## config.mk

```make
export PLATFORM = sky130hd
export DESIGN_NAME = sram_arbiter_ctrl
export DESIGN_NICKNAME = d
export VERILOG_FILES = /design/src/rtl/sram_arbiter_ctrl.sv
export SDC_FILE = /design/constraint.sdc
export NUM_CORES = 1
export LEC_CHECK = 0
export ABC_AREA = 1
export CORE_MARGIN = 10
export CORE_UTILIZATION = 25
export DETAILED_ROUTE_END_ITERATION = 6
export PLACE_DENSITY = 0.5
export REMOVE_ABC_BUFFERS = 1
export SYNTH_ARGS = -nofsm -noshare
export SYNTH_HDL_FRONTEND = slang
export SYNTH_SLANG_ARGS = --single-unit
```

## constraint.sdc

```tcl
create_clock -name FPGA_CLK -period 1.8 [get_ports FPGA_CLK]
set_input_delay 0.36 -clock FPGA_CLK [delete_from_list [all_inputs] [get_ports FPGA_CLK]]
set_output_delay 0.36 -clock FPGA_CLK [all_outputs]
set_load 0.03 [all_outputs]
```

## src/rtl/sram_arbiter_ctrl.sv

```systemverilog
// Two-port round-robin arbiter and strobe sequencer for a 128Kx8 asynchronous SRAM.
// Every SRAM pin and user-side output is registered; one transaction per ACCESS_CYC+3 cycles.
module sram_arbiter_ctrl #(
    parameter int ACCESS_CYC = 6
) (
    input  logic        FPGA_CLK,
    input  logic        FPGA_RST,
    input  logic        A_REQ,
    input  logic        A_WE,
    input  logic [16:0] A_ADDR,
    input  logic [7:0]  A_WDATA,
    output logic        A_ACK,
    output logic [7:0]  A_RDATA,
    input  logic        B_REQ,
    input  logic        B_WE,
    input  logic [16:0] B_ADDR,
    input  logic [7:0]  B_WDATA,
    output logic        B_ACK,
    output logic [7:0]  B_RDATA,
    output logic        BUSY,
    output logic [16:0] SRAM_A,
    output logic [7:0]  SRAM_D_OUT,
    output logic        SRAM_D_OE,
    input  logic [7:0]  SRAM_D_IN,
    output logic        SRAM_CS1_B,
    output logic        SRAM_CS2,
    output logic        SRAM_OE_B,
    output logic        SRAM_WE_B
);

    localparam logic [1:0] IDLE   = 2'd0;
    localparam logic [1:0] SETUP  = 2'd1;
    localparam logic [1:0] ACCESS = 2'd2;
    localparam logic [1:0] HOLD   = 2'd3;

    logic [1:0]  state;
    logic [3:0]  cnt;
    logic        last_b;   // 1 = port B was served last
    logic        cmd_b;    // winner tag of the transaction in flight
    logic        cmd_we;

    logic        grant_a;
    logic        sel_we;
    logic [16:0] sel_addr;
    logic [7:0]  sel_wdata;

    // A wins when alone, or on a tie when B was the last one served.
    assign grant_a   = A_REQ && (!B_REQ || last_b);
    assign sel_we    = grant_a ? A_WE    : B_WE;
    assign sel_addr  = grant_a ? A_ADDR  : B_ADDR;
    assign sel_wdata = grant_a ? A_WDATA : B_WDATA;

    // NOTE: all state and output registers use non-blocking assignments so every
    // register samples the pre-edge values of the others, regardless of statement order.
    always_ff @(posedge FPGA_CLK) begin
        if (FPGA_RST) begin
            state      <= IDLE;
            cnt        <= 4'd0;
            last_b     <= 1'b1;
            cmd_b      <= 1'b0;
            cmd_we     <= 1'b0;
            A_ACK      <= 1'b0;
            B_ACK      <= 1'b0;
            A_RDATA    <= 8'h00;
            B_RDATA    <= 8'h00;
            BUSY       <= 1'b0;
            SRAM_A     <= 17'd0;
            SRAM_D_OUT <= 8'h00;
            SRAM_D_OE  <= 1'b0;
            SRAM_CS1_B <= 1'b1;
            SRAM_CS2   <= 1'b0;
            SRAM_OE_B  <= 1'b1;
            SRAM_WE_B  <= 1'b1;
        end else begin
            // NOTE: ACKs default low every cycle so they can only ever be one-cycle pulses.
            A_ACK <= 1'b0;
            B_ACK <= 1'b0;
            case (state)
                IDLE: begin
                    if (A_REQ || B_REQ) begin
                        state      <= SETUP;
                        BUSY       <= 1'b1;
                        cmd_b      <= !grant_a;
                        last_b     <= !grant_a;
                        cmd_we     <= sel_we;
                        SRAM_A     <= sel_addr;
                        SRAM_D_OUT <= sel_wdata;
                        SRAM_D_OE  <= sel_we;
                        SRAM_CS1_B <= 1'b0;
                        SRAM_CS2   <= 1'b1;
                    end
                end
                SETUP: begin
                    state <= ACCESS;
                    cnt   <= 4'(ACCESS_CYC - 1);
                    if (cmd_we) SRAM_WE_B <= 1'b0;
                    else        SRAM_OE_B <= 1'b0;
                end
                ACCESS: begin
                    if (cnt == 4'd0) begin
                        state     <= HOLD;
                        SRAM_OE_B <= 1'b1;
                        SRAM_WE_B <= 1'b1;
                        if (cmd_b) B_ACK <= 1'b1;
                        else       A_ACK <= 1'b1;
                        // Read data is sampled while OE_B is still low.
                        if (!cmd_we) begin
                            if (cmd_b) B_RDATA <= SRAM_D_IN;
                            else       A_RDATA <= SRAM_D_IN;
                        end
                    end else begin
                        cnt <= cnt - 4'd1;
                    end
                end
                HOLD: begin
                    state      <= IDLE;
                    BUSY       <= 1'b0;
                    SRAM_CS1_B <= 1'b1;
                    SRAM_CS2   <= 1'b0;
                    SRAM_D_OE  <= 1'b0;
                end
                default: state <= IDLE;
            endcase
        end
    end

endmodule

```

Run 1, clock routing:
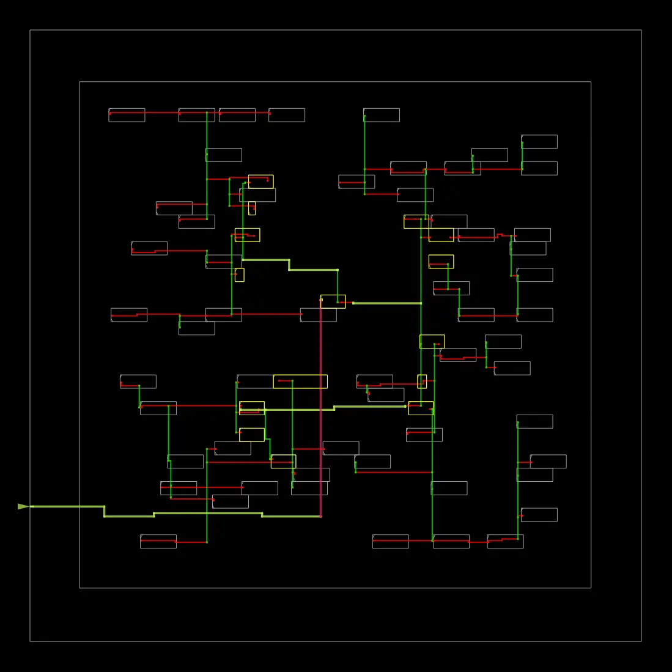
largest clock skew in the final design: 7.70 ps
layout clock buffer count: 12
layout sequential cell count: 57
clock group total power: 1210 µW

Run 1, routed clock nets over the placement:
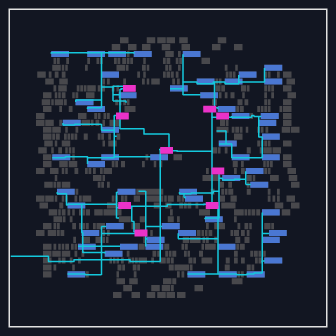
Key: blue = flip-flops [count 57]; cyan = clock wires [length 939 µm]; magenta = clock drivers [count 9]
There are 10 routed clock nets.
clock network fraction of total power: 19.3%
clock latency on the worst-skew pair: 320 ps

Run 1, PDN straps and rails:
Scale bar: 20 µm. Pins as bars on the die edge.
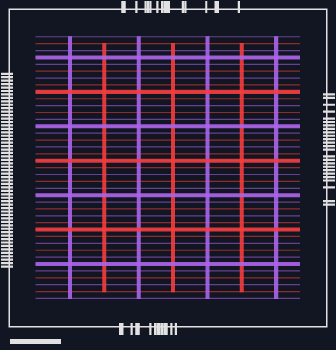
Key: purple = VSS; red = VDD
The core has 38 rows. 113 signal pins sit on the boundary. 7 straps on met5. 7 straps on met4. 39 met1 rails follow the rows.
worst voltage drop across the vdd grid: 579 µV
Die X: 125 µm
Chip Height: 125 µm
core outline area: 10,800 µm²

==> Slide: Implementation Results, run 1 <==
Flow Results at a Glance

Status
  – Status: completed

Layout
  – Fraction of area in registers: 26.8%
  – Register with the highest flop count: SRAM_A
  – Number of nets in the layout: 602
  – Number of fill cells: 1,169
  – Final core utilization: 39.4%
  – Number of non-filler instances in the completed layout: 676
  – Diode insertion count for antenna repair: 0
  – Highest-count logic cell in the final layout: sky130_fd_sc_hd__nand2_1
  – Dominant class by area: combinational gates
  – Multi-input gate area: 1310 µm²

Worst setup path
  – Cell depth of the worst flop-to-flop path: 8
  – Critical path depth: 1
  – Critical path origin: SRAM_A[14]
  – CP Data Required Time: 1440 ps
  – Startpoint of the lowest-slack register-to-register path: state[0]
  – Data arrival time of the critical path: 1370 ps

Route
  – Number of violations reported at the end of detailed-routing iteration 0: 83
  – Via-per-instance ratio: 4.08
  – Routed wire per std cell: 12.6 µm
  – Total routed wire length on the met1 layer: 3.79 mm

Global routing
  – Number of global-route vias before repair: 2,923
  – Global-route track usage on met1: 12.2%
  – Initial antenna violation count: 0

Synthesis
  – Synthesized-area fraction occupied by and/or/nand/nor cells: 40.5%
  – Post-synthesis sequential area ratio: 41.5%
  – Cell count in the Yosys report: 415
  – Mean instance size in the synthesized netlist: 6.62 µm²
  – Area fraction in xor and xnor cells: 0%
  – Area contributors post-synth: sky130_fd_sc_hd__dfxtp_1 42%, sky130_fd_sc_hd__nand2_1 16%, sky130_fd_sc_hd__nor2_1 11%, sky130_fd_sc_hd__nand3_1 7.3%, sky130_fd_sc_hd__inv_1 6.3%

Placed design
  – Number of input and output port buffers inserted: 112
  – Placer Congestion: 0.783

Clocking
  – Setup Fix Bufs, Post-CTS: 0
  – Max Buffers Root-to-Sink: 2
  – Post_cts resized: 0
  – Hold-fix buffer count after cts: 0
  – Master cell of the clock root buffer: sky130_fd_sc_hd__clkbuf_8
  – Number of buffers inserted during clock tree synthesis: 9

Final timing
  – RSZ-0062 raised after global routing: false
  – Total negative slack: 0 ps
  – Final tally of max-slew violations: 0
  – Least setup slack across all paths after layout: 69.4 ps
  – Setup violations, final: 0
  – Final tally of hold violations: 0

Flow run
  – Number of warnings the tools reported: 29
  – Max-cap violations: 0

Pwr
  – Reported leakage power: 0.00203 µW
  – Proportion of power drawn by combinational gates: 50.8%
  – Post-layout total power: 6260 µW
  – Switching power share of the total: 42.0%

Hold path
  – Hold Path Cell Cnt: 2

Die
  – Tapcells inserted: 140
Run 1, signal wires by layer:
Scale bar: 20 µm. Only two layers are drawn.
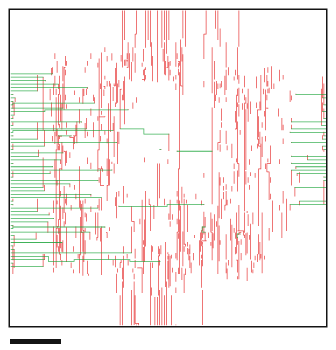

==> run 1 -> run 2 <==
--- a/config.mk
+++ b/config.mk
@@ -6,8 +6,9 @@
 export NUM_CORES = 1
 export LEC_CHECK = 0
 export ABC_AREA = 1
-export CORE_MARGIN = 10
+export CORE_MARGIN = 2
 export CORE_UTILIZATION = 25
+export CTS_CLUSTER_SIZE = 12
 export DETAILED_ROUTE_END_ITERATION = 6
 export PLACE_DENSITY = 0.5
 export REMOVE_ABC_BUFFERS = 1
Run 2, signal wires by layer:
Scale bar: 20 µm. Only two layers are drawn.
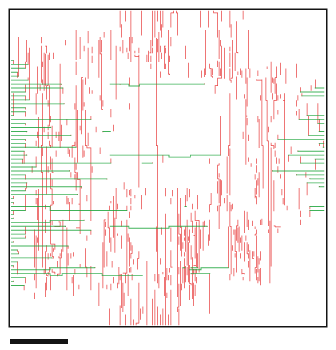
Key: green = metal 3 [wire length 912 µm]; red = metal 2 [wire length 3,070 µm]
Routed wire per std cell: 10.9 µm
Routed WL: 7.36 mm
via total after detailed routing: 2,742
total global routing track utilization: 12.7%

Run 2, clock routing:
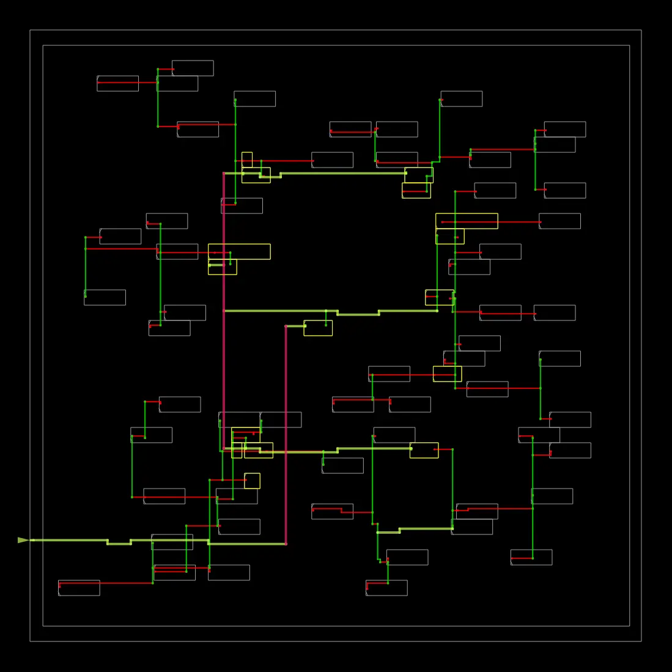
clk sinks: 57
largest clock skew in the final design: 14.9 ps
clock group total power: 1380 µW
layout clock buffer count: 11

Run 2, routed clock nets over the placement:
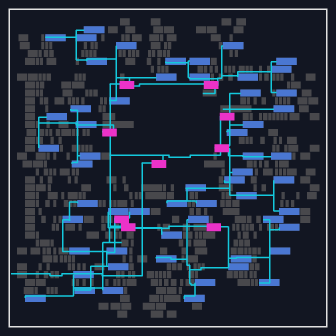
Key: blue = flip-flops [count 57]; magenta = clock drivers [count 9]; cyan = clock wires [length 935 µm]
Position of the flops: spread over the die. There are 10 routed clock nets.

==> run 2 against run 1 <==
Compared with the run above: count of clock-buffer cells in the layout down 1; maximum frequency up 0.36%; final area is 0.56% higher; total power grew 1.4%; first-iteration DRC count down 7.2%; utilization is 0.22 points higher; highest routed layer unchanged.
==> Slide: Implementation Results, run 2 <==
Flow Results at a Glance

Placed design
  – Number of input and output port buffers inserted: 112 (unchanged)
  – Placed cell count: 659

Layout
  – Final core utilization: 39.6% (+0.22 points)
  – Layout sequential cell count: 57 (unchanged)
  – Multi-input gate area: 1310 µm² (unchanged)
  – Sequential cell area in the final layout: 1140 µm²
  – Multi-input gate count: 288
  – Register with the highest flop count: SRAM_A
  – Dominant class by area: combinational gates
  – Number of non-filler instances in the completed layout: 675 (-0.15%)
  – Highest-count logic cell in the final layout: sky130_fd_sc_hd__nand2_1
  – Number of nets in the layout: 600 (-0.33%)
  – Diode insertion count for antenna repair: 0 (unchanged)
  – Fraction of area in registers: 26.7% (-0.15 points)
  – Number of fill cells: 1,118 (-4.4%)

Pwr
  – Reported leakage power: 0.00206 µW (+1.5%)
  – Post-layout total power: 6350 µW (+1.4%)
  – Clock network fraction of total power: 21.8% (+2.5 points)
  – Proportion of power drawn by combinational gates: 48.7% (-2.1 points)
  – Power drawn by the combinational cells: 3090 µW
  – Worst voltage drop across the vdd grid: 570 µV (-1.7%)
  – Switching power share of the total: 41.0% (-1.0 points)

Synthesis
  – Cell count in the Yosys report: 415 (unchanged)
  – Post-synthesis sequential area ratio: 41.5% (unchanged)
  – Synthesized-area fraction occupied by and/or/nand/nor cells: 40.5% (unchanged)
  – Area fraction in compound gates after synthesis: 4.33%
  – Area contributors post-synth: sky130_fd_sc_hd__dfxtp_1 42%, sky130_fd_sc_hd__nand2_1 16%, sky130_fd_sc_hd__nor2_1 11%, sky130_fd_sc_hd__nand3_1 7.3%, sky130_fd_sc_hd__inv_1 6.3%
  – Cell variety after synth: 25
  – Mean instance size in the synthesized netlist: 6.62 µm² (unchanged)
  – Synth warnings: 0

Die
  – Die X: 109 µm (-13%)
  – Total I/O pin count: 113
  – Chip Height: 109 µm (-13%)
  – Core outline area: 10,800 µm² (unchanged)
  – Tapcells inserted: 140 (unchanged)

Final timing
  – RSZ-0062 raised after global routing: false
  – Setup violations, final: 0 (unchanged)
  – Final tally of hold violations: 0 (unchanged)
  – Final tally of max-slew violations: 0 (unchanged)

Hold path
  – Hold Path Cell Cnt: 2 (unchanged)

Worst setup path
  – Startpoint of the lowest-slack register-to-register path: state[0]
  – Cell depth of the worst flop-to-flop path: 8 (unchanged)
  – Cell type of the slowest stage on the worst timing path: sky130_fd_sc_hd__clkdlybuf4s50_1
  – Data arrival time of the critical path: 1360 ps (about the same)
  – Critical path origin: SRAM_A[8]
  – CP Data Required Time: 1440 ps (about the same)
  – Critical path depth: 1 (unchanged)

Route
  – Total routed wire length on the met1 layer: 3.28 mm (-14%)
  – Via-per-instance ratio: 4.06 (-0.43%)
  – Number of violations reported at the end of detailed-routing iteration 0: 77 (-7.2%)

Global routing
  – Initial antenna violation count: 0 (unchanged)
  – Global-route track usage on met1: 15.1% (+2.9 points)
  – Number of global-route vias before repair: 2,437 (-17%)

Clocking
  – Worst-path clk slew: 70 ps
  – Clock latency on the worst-skew pair: 340 ps (+20 ps)
  – Master cell of the clock root buffer: sky130_fd_sc_hd__clkbuf_8
  – Post_cts resized: 0 (unchanged)
  – Setup Fix Bufs, Post-CTS: 0 (unchanged)
  – Number of buffers inserted during clock tree synthesis: 9 (unchanged)

Flow run
  – Number of warnings the tools reported: 29 (unchanged)
  – Max-cap violations: 0 (unchanged)

Status
  – Status: completed
No activity file was given, so power comes from the tool's default toggle rates.
